--- config.mk ---
export PLATFORM = sky130hd
export DESIGN_NAME = aes_v3_iter
export DESIGN_NICKNAME = d
export VERILOG_FILES = /design/src/rtl/aes_v3_pkg.sv /design/src/rtl/aes_v3_sbox.sv /design/src/rtl/aes_v3_iter.sv
export SDC_FILE = /design/constraint.sdc
export NUM_CORES = 2
export LEC_CHECK = 0
export CORE_MARGIN = 8
export CORE_UTILIZATION = 23
export CTS_BUF_LIST = sky130_fd_sc_hd__clkbuf_2 sky130_fd_sc_hd__clkbuf_4 sky130_fd_sc_hd__clkbuf_8
export DETAILED_ROUTE_END_ITERATION = 16
export SLEW_MARGIN = 5
export SYNTH_ARGS = -nofsm -noshare
export SYNTH_HDL_FRONTEND = slang
export SYNTH_SLANG_ARGS = --single-unit
export TNS_END_PERCENT = 1
--- constraint.sdc ---
create_clock -name g_clk -period 22.2 [get_ports g_clk]
set_input_delay 6.66 -clock g_clk [delete_from_list [all_inputs] [get_ports g_clk]]
set_output_delay 6.66 -clock g_clk [all_outputs]
set_load 0.05 [all_outputs]
--- src/rtl/aes_v3_pkg.sv ---
// aes_v3_pkg: shared FSM encodings and GF(2^8) helpers for the AES v3 iterative unit.
package aes_v3_pkg;

    typedef logic [1:0] state_t;

    localparam state_t ST_IDLE = 2'd0;
    localparam state_t ST_BUSY = 2'd1;
    localparam state_t ST_DONE = 2'd2;

    // Only power-of-two lane counts that divide a 4-byte column are supported.
    function automatic logic lanes_legal(input int lanes);
        return (lanes == 1) || (lanes == 2) || (lanes == 4);
    endfunction

    // Multiply by x modulo x^8 + x^4 + x^3 + x + 1 (0x11B).
    function automatic logic [7:0] xtime(input logic [7:0] x);
        return {x[6:0], 1'b0} ^ (x[7] ? 8'h1B : 8'h00);
    endfunction

    // Shift-and-add GF(2^8) multiply; constant operands fold down to a few XORs.
    function automatic logic [7:0] gf_mul(input logic [7:0] a, input logic [7:0] b);
        logic [7:0] acc;
        logic [7:0] x;
        acc = 8'h00;
        x   = a;
        for (int i = 0; i < 8; i++) begin
            if (b[i]) acc = acc ^ x;
            x = xtime(x);
        end
        return acc;
    endfunction

    // Multiplicative inverse as x^254 = product of x^(2^k) for k = 1..7; maps 0 to 0.
    function automatic logic [7:0] gf_inv(input logic [7:0] x);
        logic [7:0] sq;
        logic [7:0] acc;
        sq  = x;
        acc = 8'h01;
        for (int k = 1; k < 8; k++) begin
            sq  = gf_mul(sq, sq);
            acc = gf_mul(acc, sq);
        end
        return acc;
    endfunction

    // MixColumn coefficient k of the circulant row (forward 02 03 01 01, inverse 0e 0b 0d 09).
    function automatic logic [7:0] mix_coef(input logic enc, input int k);
        logic [7:0] c;
        case (k)
            0:       c = enc ? 8'h02 : 8'h0E;
            1:       c = enc ? 8'h03 : 8'h0B;
            2:       c = enc ? 8'h01 : 8'h0D;
            default: c = enc ? 8'h01 : 8'h09;
        endcase
        return c;
    endfunction

endpackage

--- src/rtl/aes_v3_sbox.sv ---
// aes_v3_sbox: combinational forward / inverse AES S-box built from GF inverse and affine map.
module aes_v3_sbox (
    input  logic [7:0] din,
    input  logic       enc,
    output logic [7:0] dout
);
    import aes_v3_pkg::*;

    logic [7:0] pre;
    logic [7:0] inv;

    // Forward affine transform: b = x ^ rotl1 ^ rotl2 ^ rotl3 ^ rotl4 ^ 0x63.
    function automatic logic [7:0] affine(input logic [7:0] x);
        return x ^ {x[6:0], x[7]} ^ {x[5:0], x[7:6]} ^ {x[4:0], x[7:5]} ^ {x[3:0], x[7:4]} ^ 8'h63;
    endfunction

    // Inverse affine transform: x = rotl1 ^ rotl3 ^ rotl6 ^ 0x05.
    function automatic logic [7:0] inv_affine(input logic [7:0] y);
        return {y[6:0], y[7]} ^ {y[4:0], y[7:5]} ^ {y[1:0], y[7:2]} ^ 8'h05;
    endfunction

    // One shared inverter: forward applies the affine map after it, inverse undoes it before.
    always_comb begin
        pre  = enc ? din : inv_affine(din);
        inv  = gf_inv(pre);
        dout = enc ? affine(inv) : inv;
    end

endmodule

--- src/rtl/aes_v3_iter.sv ---
// aes_v3_iter: multi-cycle AES SubWord / MixColumn unit; LANES S-boxes process a column in 4/LANES cycles.
module aes_v3_iter #(
    parameter int LANES    = 4,
    parameter bit FUSE_ARK = 1'b1
) (
    input  logic        g_clk,
    input  logic        g_resetn,
    input  logic        valid,
    input  logic        sub,
    input  logic [31:0] rs1,
    input  logic [31:0] rs2,
    input  logic        enc,
    input  logic        rot,
    output logic        ready,
    output logic [31:0] rd
);
    import aes_v3_pkg::*;

    if (!lanes_legal(LANES)) begin : g_bad_lanes
        $error("aes_v3_iter: LANES must be 1, 2 or 4");
    end

    localparam logic [1:0] LANE_STEP = 2'(LANES);
    localparam logic [1:0] LAST_CNT  = 2'(4 - LANES);

    state_t      state_q, state_d;
    logic [1:0]  cnt_q, cnt_d;
    logic [31:0] w_q, w_d;
    logic [31:0] res_q, res_d;
    logic        enc_q, enc_d;
    logic        rot_q, rot_d;
    logic        ready_q, ready_d;

    logic        busy;
    logic [31:0] lane_word;
    logic [1:0]  lane_base;
    logic        lane_enc;
    logic        lane_rot;
    logic [7:0]  lane_in  [LANES];
    logic [7:0]  lane_out [LANES];
    logic [31:0] sub_word;
    logic [31:0] sub_final;
    logic [31:0] mix_word;

    assign busy = (state_q == ST_BUSY);

    // The accept cycle already does the first byte group from the raw operands; BUSY uses latched copies.
    always_comb begin
        lane_word = busy ? w_q   : {rs1[31:16], rs2[15:0]};
        lane_base = busy ? cnt_q : 2'd0;
        lane_enc  = busy ? enc_q : enc;
        lane_rot  = busy ? rot_q : rot;
        for (int j = 0; j < LANES; j++) begin
            lane_in[j] = lane_word[{lane_base + 2'(j), 3'b000} +: 8];
        end
    end

    for (genvar g = 0; g < LANES; g++) begin : g_lane
        aes_v3_sbox u_sbox (
            .din  (lane_in[g]),
            .enc  (lane_enc),
            .dout (lane_out[g])
        );
    end

    // Merge this cycle's substituted bytes into the partial result; rotation only touches the finished word.
    always_comb begin
        sub_word = busy ? res_q : lane_word;
        for (int j = 0; j < LANES; j++) begin
            sub_word[{lane_base + 2'(j), 3'b000} +: 8] = lane_out[j];
        end
        sub_final = lane_rot ? {sub_word[7:0], sub_word[31:8]} : sub_word;
    end

    // Single-stage MixColumn on the presented column, with optional fused round-key XOR.
    always_comb begin
        mix_word = '0;
        for (int i = 0; i < 4; i++) begin
            for (int k = 0; k < 4; k++) begin
                mix_word[8*i +: 8] = mix_word[8*i +: 8] ^ gf_mul(mix_coef(enc, k), rs1[8*((i + k) % 4) +: 8]);
            end
        end
        if (FUSE_ARK) mix_word = mix_word ^ rs2;
    end

    // Next-state logic for the IDLE / BUSY / DONE sequencer and its operand and result registers.
    always_comb begin
        // NOTE: every signal gets a hold default before the case so no path leaves one unassigned (no latches).
        state_d = state_q;
        cnt_d   = cnt_q;
        w_d     = w_q;
        res_d   = res_q;
        enc_d   = enc_q;
        rot_d   = rot_q;
        case (state_q)
            ST_IDLE: begin
                if (valid) begin
                    enc_d = enc;
                    rot_d = rot;
                    w_d   = lane_word;
                    if (!sub) begin
                        res_d   = mix_word;
                        state_d = ST_DONE;
                    end else if (LANES == 4) begin
                        res_d   = sub_final;
                        state_d = ST_DONE;
                    end else begin
                        res_d   = sub_word;
                        cnt_d   = LANE_STEP;
                        state_d = ST_BUSY;
                    end
                end
            end
            ST_BUSY: begin
                if (!valid) begin
                    // Abort: drop the op, keep the partial result, never pulse ready.
                    cnt_d   = 2'd0;
                    state_d = ST_IDLE;
                end else if (cnt_q == LAST_CNT) begin
                    res_d   = sub_final;
                    cnt_d   = 2'd0;
                    state_d = ST_DONE;
                end else begin
                    res_d = sub_word;
                    cnt_d = cnt_q + LANE_STEP;
                end
            end
            default: state_d = ST_IDLE;
        endcase
        ready_d = (state_d == ST_DONE);
    end

    // State, counter, operand and result registers; reset discards any op in flight.
    always_ff @(posedge g_clk or negedge g_resetn) begin
        // NOTE: non-blocking assignments so all flops update together from pre-edge values.
        if (!g_resetn) begin
            state_q <= ST_IDLE;
            cnt_q   <= 2'd0;
            w_q     <= '0;
            res_q   <= '0;
            enc_q   <= 1'b0;
            rot_q   <= 1'b0;
            ready_q <= 1'b0;
        end else begin
            state_q <= state_d;
            cnt_q   <= cnt_d;
            w_q     <= w_d;
            res_q   <= res_d;
            enc_q   <= enc_d;
            rot_q   <= rot_d;
            ready_q <= ready_d;
        end
    end

    assign ready = ready_q;
    assign rd    = res_q;

endmodule

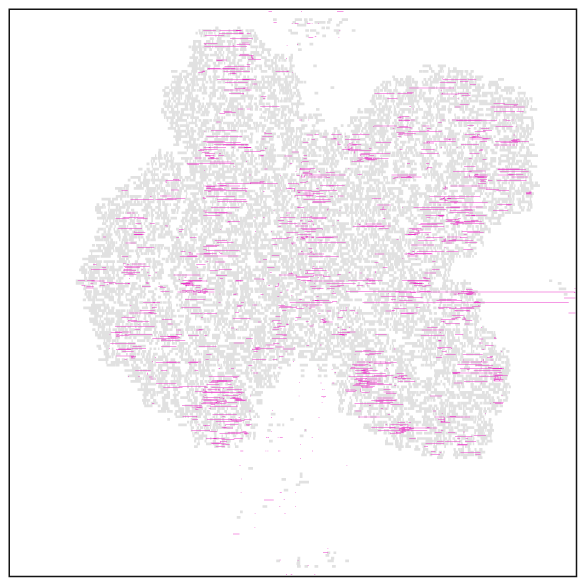
Figure 1: met3 routing.
(1 px per um)
share of all routed wire: 4.5%
wire length on this layer: 11,300 um
main direction: horizontal
nets with wire on the layer: 829
Via Count: 71.0k
WL final: 249,000 um
routing usage on met3: 0.00738

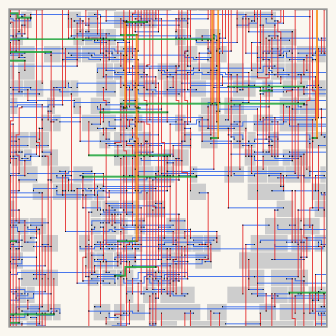
Figure 2: layout detail.
Window x 399 to 449, y 399 to 449 um. Cells in gray, sequential cells in the stronger gray; small squares are vias.
[metal 4] orange
[metal 2] red
[metal 3] green
[metal 1] blue
sequential cells in the window: 0
cells with their middle in the window: 193
most frequent: buf_4 (34), xnor2_1 (26), nand2_1 (23)

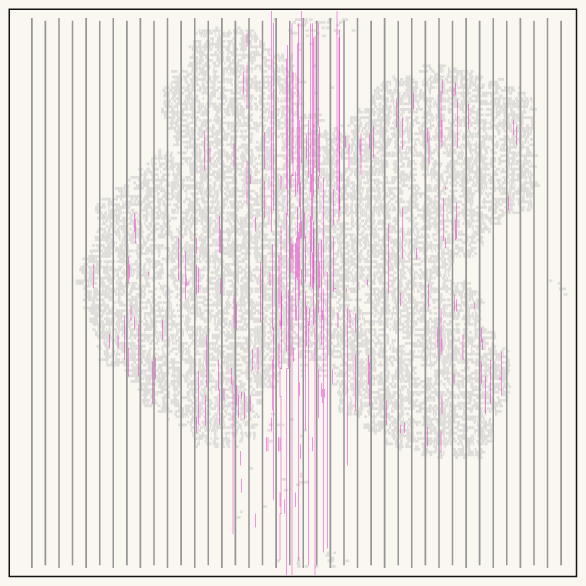
Figure 3: met4 routing.
(1 px per um) Supply wires on this layer in gray.
longest straight run: 328 um
wire length on this layer: 10,800 um
main direction: vertical
nets with wire on the layer: 197
share of all routed wire: 4.3%

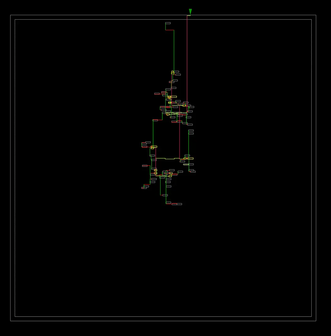
Figure 4: clock nets.
Worst Clk Skew: 16.0 ps
TritonCTS Buffers: 9
worst-skew pair later-pin latency: 430 ps

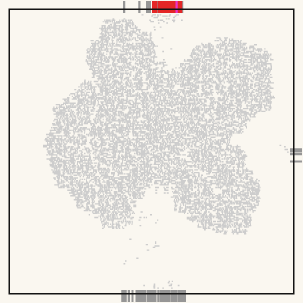
Figure 5: ports around the boundary.
(0.5 px per um) Pins as bars across the die edge, other pins in gray.
[rd] red | pins: 32 | direction: output | edge: top
[g_clk] magenta | pins: 1 | direction: input | edge: top
# port buffers: 102
Die W: 566 um
Vert. Die Dim: 566 um

## layout by cell type, fill, tap and decap left out, types with 44 or more instances in the layout
cell	count
and3_1	44
a22oi_1	57
mux2i_1	249
and2_1	63
xnor2_4	50
a31oi_1	107
nor3_1	265
nand2_1	901
or3_1	52
dfrtp_1	69
o21ai_0	369
nor2_1	1213
clkdlybuf4s50_1	93
nand3_1	253
xnor3_1	253
ha_1	47
buf_4	1461
mux2_2	85
inv_1	85
o21ai_1	105
xor2_2	88
xnor3_2	70
nand2b_1	44
xnor2_1	1614
xnor2_2	270
nor4_1	48
o211ai_1	101
a21oi_1	494
xor2_1	418
a211oi_1	77
o22ai_1	112
## layer usage
layer	part of all wire	up-vias
met5	0.000040	-
li1	-	34500
met1	0.41	33700
met4	0.043	2
met2	0.50	2332
met3	0.045	453
## kinds of logic (layout without fill, tap and decap cells)
logic type	after synthesis	in the layout	share of synthesized area
AOI/OAI and AO/OA	2092	2092	0.200
buffers and inverters	813	1749	0.0525
xor gates and xnor gates	2808	2809	0.453
DFF	69	69	0.0248
muxes	380	380	0.0593
adders and majority gates	52	52	0.00936
and+or+nand+nor	3149	3149	0.201
other	1	17	0.0000539
## stage by stage
step | setup TNS (ps) | hold slack (ps) | cell area (sq um)
2_1_floorplan | -47.5 | 503 | 70000
3_3_place_gp | -5440 | 487 | 84300
3_5_place_dp | -7620 | 490 | 84300
4_1_cts | 0 | 510 | 84600
5_1_grt | -3130 | 529 | 87400
6_report | 0 | 510 | 87400
## cell type report
type	instances	share of cell area
Sequential cell	69	0.0197
Clock inverter	5	0.00122
Multi-Input combinational cell	8483	0.768
Tap cell	3978	0.0569
Clock buffer	11	0.00173
Antenna cell	16	0.000458
Timing Repair Buffer	1614	0.147
Inverter	119	0.00518
## sequential cells by signal (all words and copies together) (netlist names)
signal and flops:
w_q 32, enc_q 1, state_q 2, ready 1, rot_q 1, rd 32
## repair_timing
action,4_1_cts,5_1_grt
setup buffers,0,86
hold buffers,0,0
pin swaps,0,159
setup endpoints to repair,3,32
resized,3,385
gates cloned,0,2
## tightest hold or removal path, cell delays in order, from the launching register on
cell and delay (ps):
dfrtp_1 360, nand2_1 50, o21ai_1 70
## path summary, 6_finish.rpt
| path | depth (start not counted) | end | slack (ps) |
|---|---|---|---|
| worst max-delay path | 65 | rd[29]$_DFFE_PN0P_ | 490 |
| min in group asynchronous | 1 | ready$_DFF_PN0_ | 6050 |
| worst min-delay path | 2 | rd[18]$_DFFE_PN0P_ | 510 |
| worst max register to register | 69 | rd[10]$_DFFE_PN0P_ | 5110 |
| max in group asynchronous | 2 | w_q[0]$_DFFE_PN0P_ | 14970 |
| worst min register to register | 2 | rd[18]$_DFFE_PN0P_ | 510 |
==> impl_metrics.tcl <==
# yosys + openroad results
set metrics [dict create \
    area.growth.synth_to_final_pct 25.7 \
    grt_pass1_vias 66800 \
    end_kind "register" \
    layout_worst_path_cycle_share 0.978 \
    maxCapViolCount 0 \
    slew_headroom 0.196 \
    ys.flops 69 \
    timing.rr.start "state_q[1]$_DFF_PN0_" \
    cts_buffer_depth 2 \
    ys_cells 9364 \
    logic_area_sq_um 67100 \
    synth-edff-count 0 \
    crit_family "XOR/XNOR gates" \
    cp_max_fo 16 \
    dp_hpwl_um 194000 \
    finalNetCount 10400 \
    fin_cells 14300 \
    grt_usage 0.146 \
    met2_usage 0.260 \
    crit_start "rs1[26]" \
    cts_tree "built" \
    crit_top_cell "buf_4" \
    core_area_sq_um 302000 \
    status "finished clean" \
    max_stage_delay_ps 460 \
    fp_util 0.230 \
    yosysSeqAreaShare 0.0248 \
    crit_slowest_cell "xnor3_2" \
    yosysWarnings 0 \
    rsz0062_at_grt "true" \
    setup_ws_ps 486 \
    io-pin-count 103 \
    drt-vias-per-instance 4.97 \
    antenna_found_initial 45 \
    rows 202 \
    nFillCells 32500 \
    cp.buffers_inverters 12 \
    utilization 0.290 \
    worstPathRequired_ps 22500 \
    post_drt_wl_per_cell_um 17.5 \
    drive_above_1_share 0.236 \
    fmax_ghz 0.0461 \
]
